<file path="src/rtl/apb_req_master.sv">
// APB initiator: one valid/ready request becomes one APB transfer and one response.
// Optional access timeout enabled by defining APB_REQ_MASTER_TIMEOUT_EN.
module apb_req_master #(
  parameter int unsigned ADDR_WIDTH     = 32,
  parameter int unsigned DATA_WIDTH     = 32,
  parameter int unsigned TIMEOUT_CYCLES = 256
) (
  input  logic                  pclk,
  input  logic                  preset_n,
  input  logic                  req_valid_i,
  output logic                  req_ready_o,
  input  logic [ADDR_WIDTH-1:0] req_addr_i,
  input  logic                  req_write_i,
  input  logic [DATA_WIDTH-1:0] req_wdata_i,
  output logic                  rsp_valid_o,
  input  logic                  rsp_ready_i,
  output logic [DATA_WIDTH-1:0] rsp_rdata_o,
  output logic                  rsp_err_o,
  output logic [ADDR_WIDTH-1:0] paddr_o,
  output logic                  psel_o,
  output logic                  penable_o,
  output logic                  pwrite_o,
  output logic [DATA_WIDTH-1:0] pwdata_o,
  input  logic                  pready_i,
  input  logic [DATA_WIDTH-1:0] prdata_i,
  input  logic                  pslverr_i
);

  typedef enum logic [1:0] {
    IDLE,
    SETUP,
    ACCESS,
    RESP
  } state_e;

  state_e                state_q;
  logic                  req_ready_q;
  logic                  rsp_valid_q;
  logic [DATA_WIDTH-1:0] rsp_rdata_q;
  logic                  rsp_err_q;
  logic [ADDR_WIDTH-1:0] paddr_q;
  logic                  psel_q;
  logic                  penable_q;
  logic                  pwrite_q;
  logic [DATA_WIDTH-1:0] pwdata_q;
  logic                  tmo_hit;

`ifdef APB_REQ_MASTER_TIMEOUT_EN
  localparam int unsigned CNT_W = $clog2(TIMEOUT_CYCLES + 1);
  localparam logic [CNT_W-1:0] TMO_LAST = CNT_W'(TIMEOUT_CYCLES - 1);

  logic [CNT_W-1:0] tmo_cnt_q;

  // Counter sits at zero outside ACCESS, so it is clear on every entry.
  always_ff @(posedge pclk) begin
    if (!preset_n || state_q != ACCESS) begin
      tmo_cnt_q <= '0;
    end else if (!pready_i) begin
      tmo_cnt_q <= tmo_cnt_q + CNT_W'(1);
    end
  end

  assign tmo_hit = (state_q == ACCESS) && !pready_i &&
                   (tmo_cnt_q == TMO_LAST);
`else
  logic unused_tmo;
  assign unused_tmo = (TIMEOUT_CYCLES == 0);
  assign tmo_hit    = 1'b0;
`endif

  always_ff @(posedge pclk) begin
    if (!preset_n) begin
      state_q     <= IDLE;
      req_ready_q <= 1'b1;
      rsp_valid_q <= 1'b0;
      rsp_rdata_q <= '0;
      rsp_err_q   <= 1'b0;
      paddr_q     <= '0;
      psel_q      <= 1'b0;
      penable_q   <= 1'b0;
      pwrite_q    <= 1'b0;
      pwdata_q    <= '0;
    end else begin
      unique case (state_q)
        IDLE: begin
          if (req_valid_i) begin
            paddr_q     <= req_addr_i;
            pwrite_q    <= req_write_i;
            pwdata_q    <= req_wdata_i;
            psel_q      <= 1'b1;
            req_ready_q <= 1'b0;
            state_q     <= SETUP;
          end
        end
        SETUP: begin
          penable_q <= 1'b1;
          state_q   <= ACCESS;
        end
        ACCESS: begin
          if (pready_i) begin
            rsp_rdata_q <= pwrite_q ? '0 : prdata_i;
            rsp_err_q   <= pslverr_i;
            rsp_valid_q <= 1'b1;
            psel_q      <= 1'b0;
            penable_q   <= 1'b0;
            state_q     <= RESP;
          end else if (tmo_hit) begin
            rsp_rdata_q <= '0;
            rsp_err_q   <= 1'b1;
            rsp_valid_q <= 1'b1;
            psel_q      <= 1'b0;
            penable_q   <= 1'b0;
            state_q     <= RESP;
          end
        end
        RESP: begin
          if (rsp_ready_i) begin
            rsp_valid_q <= 1'b0;
            req_ready_q <= 1'b1;
            state_q     <= IDLE;
          end
        end
        default: state_q <= IDLE;
      endcase
    end
  end

  assign req_ready_o = req_ready_q;
  assign rsp_valid_o = rsp_valid_q;
  assign rsp_rdata_o = rsp_rdata_q;
  assign rsp_err_o   = rsp_err_q;
  assign paddr_o     = paddr_q;
  assign psel_o      = psel_q;
  assign penable_o   = penable_q;
  assign pwrite_o    = pwrite_q;
  assign pwdata_o    = pwdata_q;

endmodule

</file>
<file path="config.mk">
export PLATFORM = sky130hd
export DESIGN_NAME = apb_req_master
export DESIGN_NICKNAME = d
export VERILOG_FILES = /design/src/rtl/apb_req_master.sv
export SDC_FILE = /design/constraint.sdc
export NUM_CORES = 1
export LEC_CHECK = 0
export ABC_AREA = 1
export CORE_MARGIN = 4
export CORE_UTILIZATION = 26
export CTS_CLUSTER_SIZE = 8
export DETAILED_ROUTE_END_ITERATION = 10
export PLACE_DENSITY = 0.58
export SETUP_SLACK_MARGIN = 0.2
export SLEW_MARGIN = 20
export SYNTH_ARGS = -nofsm -noshare
export SYNTH_HDL_FRONTEND = slang
export SYNTH_SLANG_ARGS = --single-unit
</file>
<file path="constraint.sdc">
create_clock -name pclk -period 2.2 [get_ports pclk]
set_clock_uncertainty 0.2 [all_clocks]
set_input_delay 0.44 -clock pclk [delete_from_list [all_inputs] [get_ports pclk]]
set_output_delay 0.44 -clock pclk [all_outputs]
set_load 0.005 [all_outputs]
</file>
Figure 1. Congestion heat map.
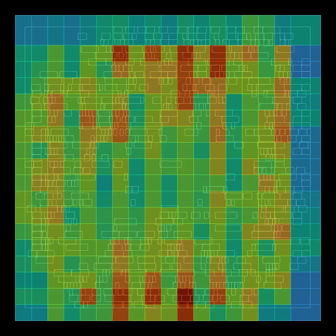
global-route met1 utilization: 0.159
grt met2 use: 0.233
total track usage: 0.136
post-layout util: 0.434

Figure 2. Metal layers overlaid.
Scale bar: 50 um.
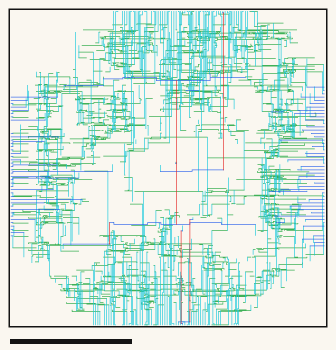
| colour | layer | wire length |
|---|---|---|
| cyan | metal 2 | 5,900 um |
| green | metal 1 | 4,950 um |
| blue | metal 3 | 875 um |
| red | metal 4 | 213 um |
vias: 3,788
drt wl/cell: 13.8 um
Total Wirelength: 11.9 mm

Figure 3. Selected gate families.
Scale bar: 50 um.
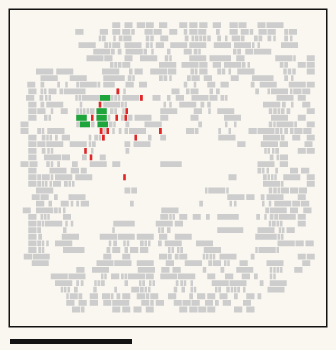
| colour | family | cells | most used |
|---|---|---|---|
| red | inverters | 15 | inv_1 |
| green | adder and majority cells | 6 | ha_1 |
combinational share of cell area: 0.236
Layout Cells excl Fill: 868
Commonest Layout Cell: clkdlybuf4s50_1

==> impl_metrics.ini <==
; synthesis and place-and-route metrics
[cts]
cts_tree = yes
clock_latency_ns = 0.35
cts_hold_buf = 0
htreeDepth = 3
cts_buffers = 9
post_cts_resized = 0

[cells_and_area]
layout_top_cells = 203 x clkdlybuf4s50_1, 138 x nor2_1, 104 x dfxtp_1, 52 x o21ai_0, 50 x nand2_1
design_area_um2 = 6310
comb_cells = 335
n_all_buffers = 214
nClkBuffers = 10
nonClkBufAreaFrac = 0.341
nFlopsAndLatches = 104
drive_above_1_share = 0.0468
clkCellAreaFrac = 0.0472
synthToLayoutAreaGrowth_pct = 62.9
inv_count = 15

[place]
dp_slack_ns = 0.300
gp_congestion = 0.744
dp_cells = 852
dpl_cell_area_um2 = 6010

[logic_synthesis]
logic_family = simple AND/OR/NAND/NOR gates
synth_cell_types = 17
synth_top_area_share = 0.538
synth_seq_share = 0.538
ys_cells = 488
syn_inst = 488
synth_nets = 597

[grt]
grt_pass1_vias = 3624
grt_start_max_net_pins = 65
overflow = 0

[route]
routed_via_density = 4.36
route.detailed.drc = 0
wl_met3_um = 874
met2WireLength_mm = 5.90
top_layer = met4

[sta]
fin_crit_ns = 1.90
fmax_mhz = 527
whs_ns = 0.265
hold_violations = 0
max_slew_margin = 0.732

[power_and_ir_drop]
p_total_mw = 6.62
cellPowerDensity_nw_per_um2 = 1050
leakage_nw = 2.40

[floorplanning]
fp-row-count = 44
die_h_um = 130
tap_cells = 184

[setup_path]
path_max_fanout = 3
cp_slowest_stage_delay_ns = 0.55
start_kind = register

[status]
status = finished clean

[run]
tool_warnings = 31
Figure 4. A small window of the routed layout.
Scale bar: 5 um. Region (55, 81) to (75, 101) um. Cells in grey, sequential cells in the stronger grey; small squares are vias.
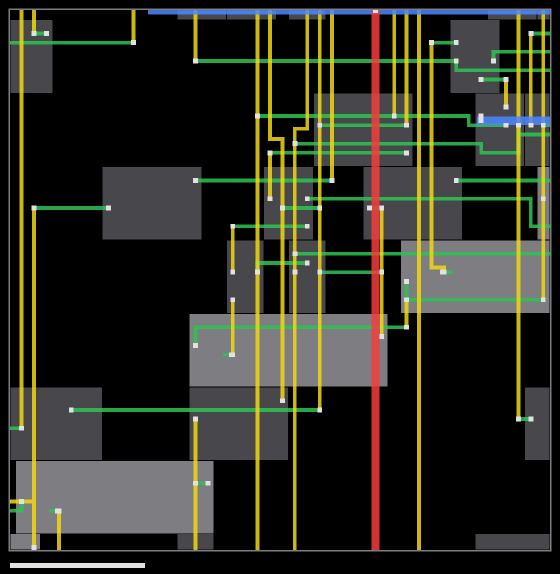
| colour | layer |
|---|---|
| green | metal 1 |
| red | metal 4 |
| yellow | metal 2 |
| blue | metal 3 |
most frequent: clkdlybuf4s50_1 (4), dfxtp_1 (3), nor2_1 (2)
cells with their middle in the window: 12
sequential cells in the window: 3

Figure 5. Sequential cells grouped by signal name.
Scale bar: 50 um.
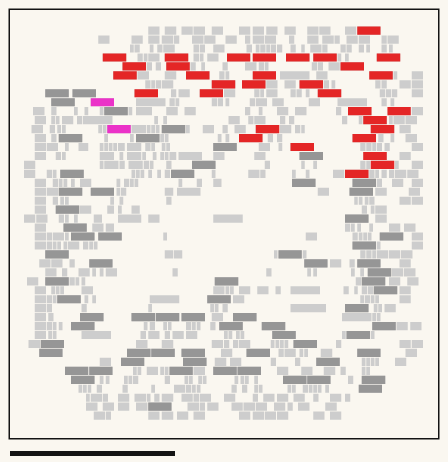
| colour | netlist name | sequential cells |
|---|---|---|
| red | rsp_rdata_o | 32 |
| magenta | state_q | 2 |
register area: 2080 um^2
Seq power: 2.55 mW
sequential cell area share: 0.330

## flip-flops by register name (all words and copies together), names as in the netlist
| name | cells |
|---|---|
| paddr_o | 32 |
| pwdata_o | 32 |
| rsp_rdata_o | 32 |
| state_q | 2 |
| penable_o | 1 |
| psel_o | 1 |
| pwrite_o | 1 |
| req_ready_o | 1 |
| rsp_err_o | 1 |
| rsp_valid_o | 1 |
## tightest hold or removal path: cells and delay by family (launching register included)
family | cells | cell delay, ns
flip-flops | 1 | 0.31
AND/OR/NAND/NOR | 1 | 0.06
AND-OR/OR-AND | 1 | 0.05
## per-layer routing
layer / track usage / vias up
li1: - / 1948
met1: 0.159 / 1716
met2: 0.233 / 113
met3: 0.0483 / 11
met4: 0.0434 / 0
met5: 0 / -
## synthesized netlist by cell type
library cell / count
nor2_1: 138
dfxtp_1: 104
o21ai_0: 52
nand2_1: 50
nand3_1: 36
a21oi_1: 34
o21ai_1: 16
buf_6: 13
inv_1: 13
buf_2: 10
clkbuf_1: 9
ha_1: 6
inv_2: 2
nand2_2: 2
buf_4: 1
clkbuf_2: 1
or2_2: 1
## report_power, final
group	internal, mW	switching [mW]	total (mW)
Clock	0.907	0.683	1.59
Combinational	1.31	1.17	2.48
Sequential	2.33	0.228	2.55
## final timing paths
| path | startpoint | end | slack (ns) | cells past startpoint |
|---|---|---|---|---|
| min reg2reg | rsp_rdata_o[0]$_SDFFE_PN0P_ | rsp_rdata_o[0]$_SDFFE_PN0P_ | 0.26 | 2 |
| max | rsp_valid_o$_SDFFE_PN0P_ | rsp_valid_o | 0.30 | 1 |
| max reg2reg | state_q[0]$_SDFFE_PN0P_ | pwdata_o[1]$_SDFFE_PN0P_ | 0.53 | 6 |
| min | rsp_rdata_o[0]$_SDFFE_PN0P_ | rsp_rdata_o[0]$_SDFFE_PN0P_ | 0.26 | 2 |
No activity file was given, so power comes from the tool's default toggle rates.
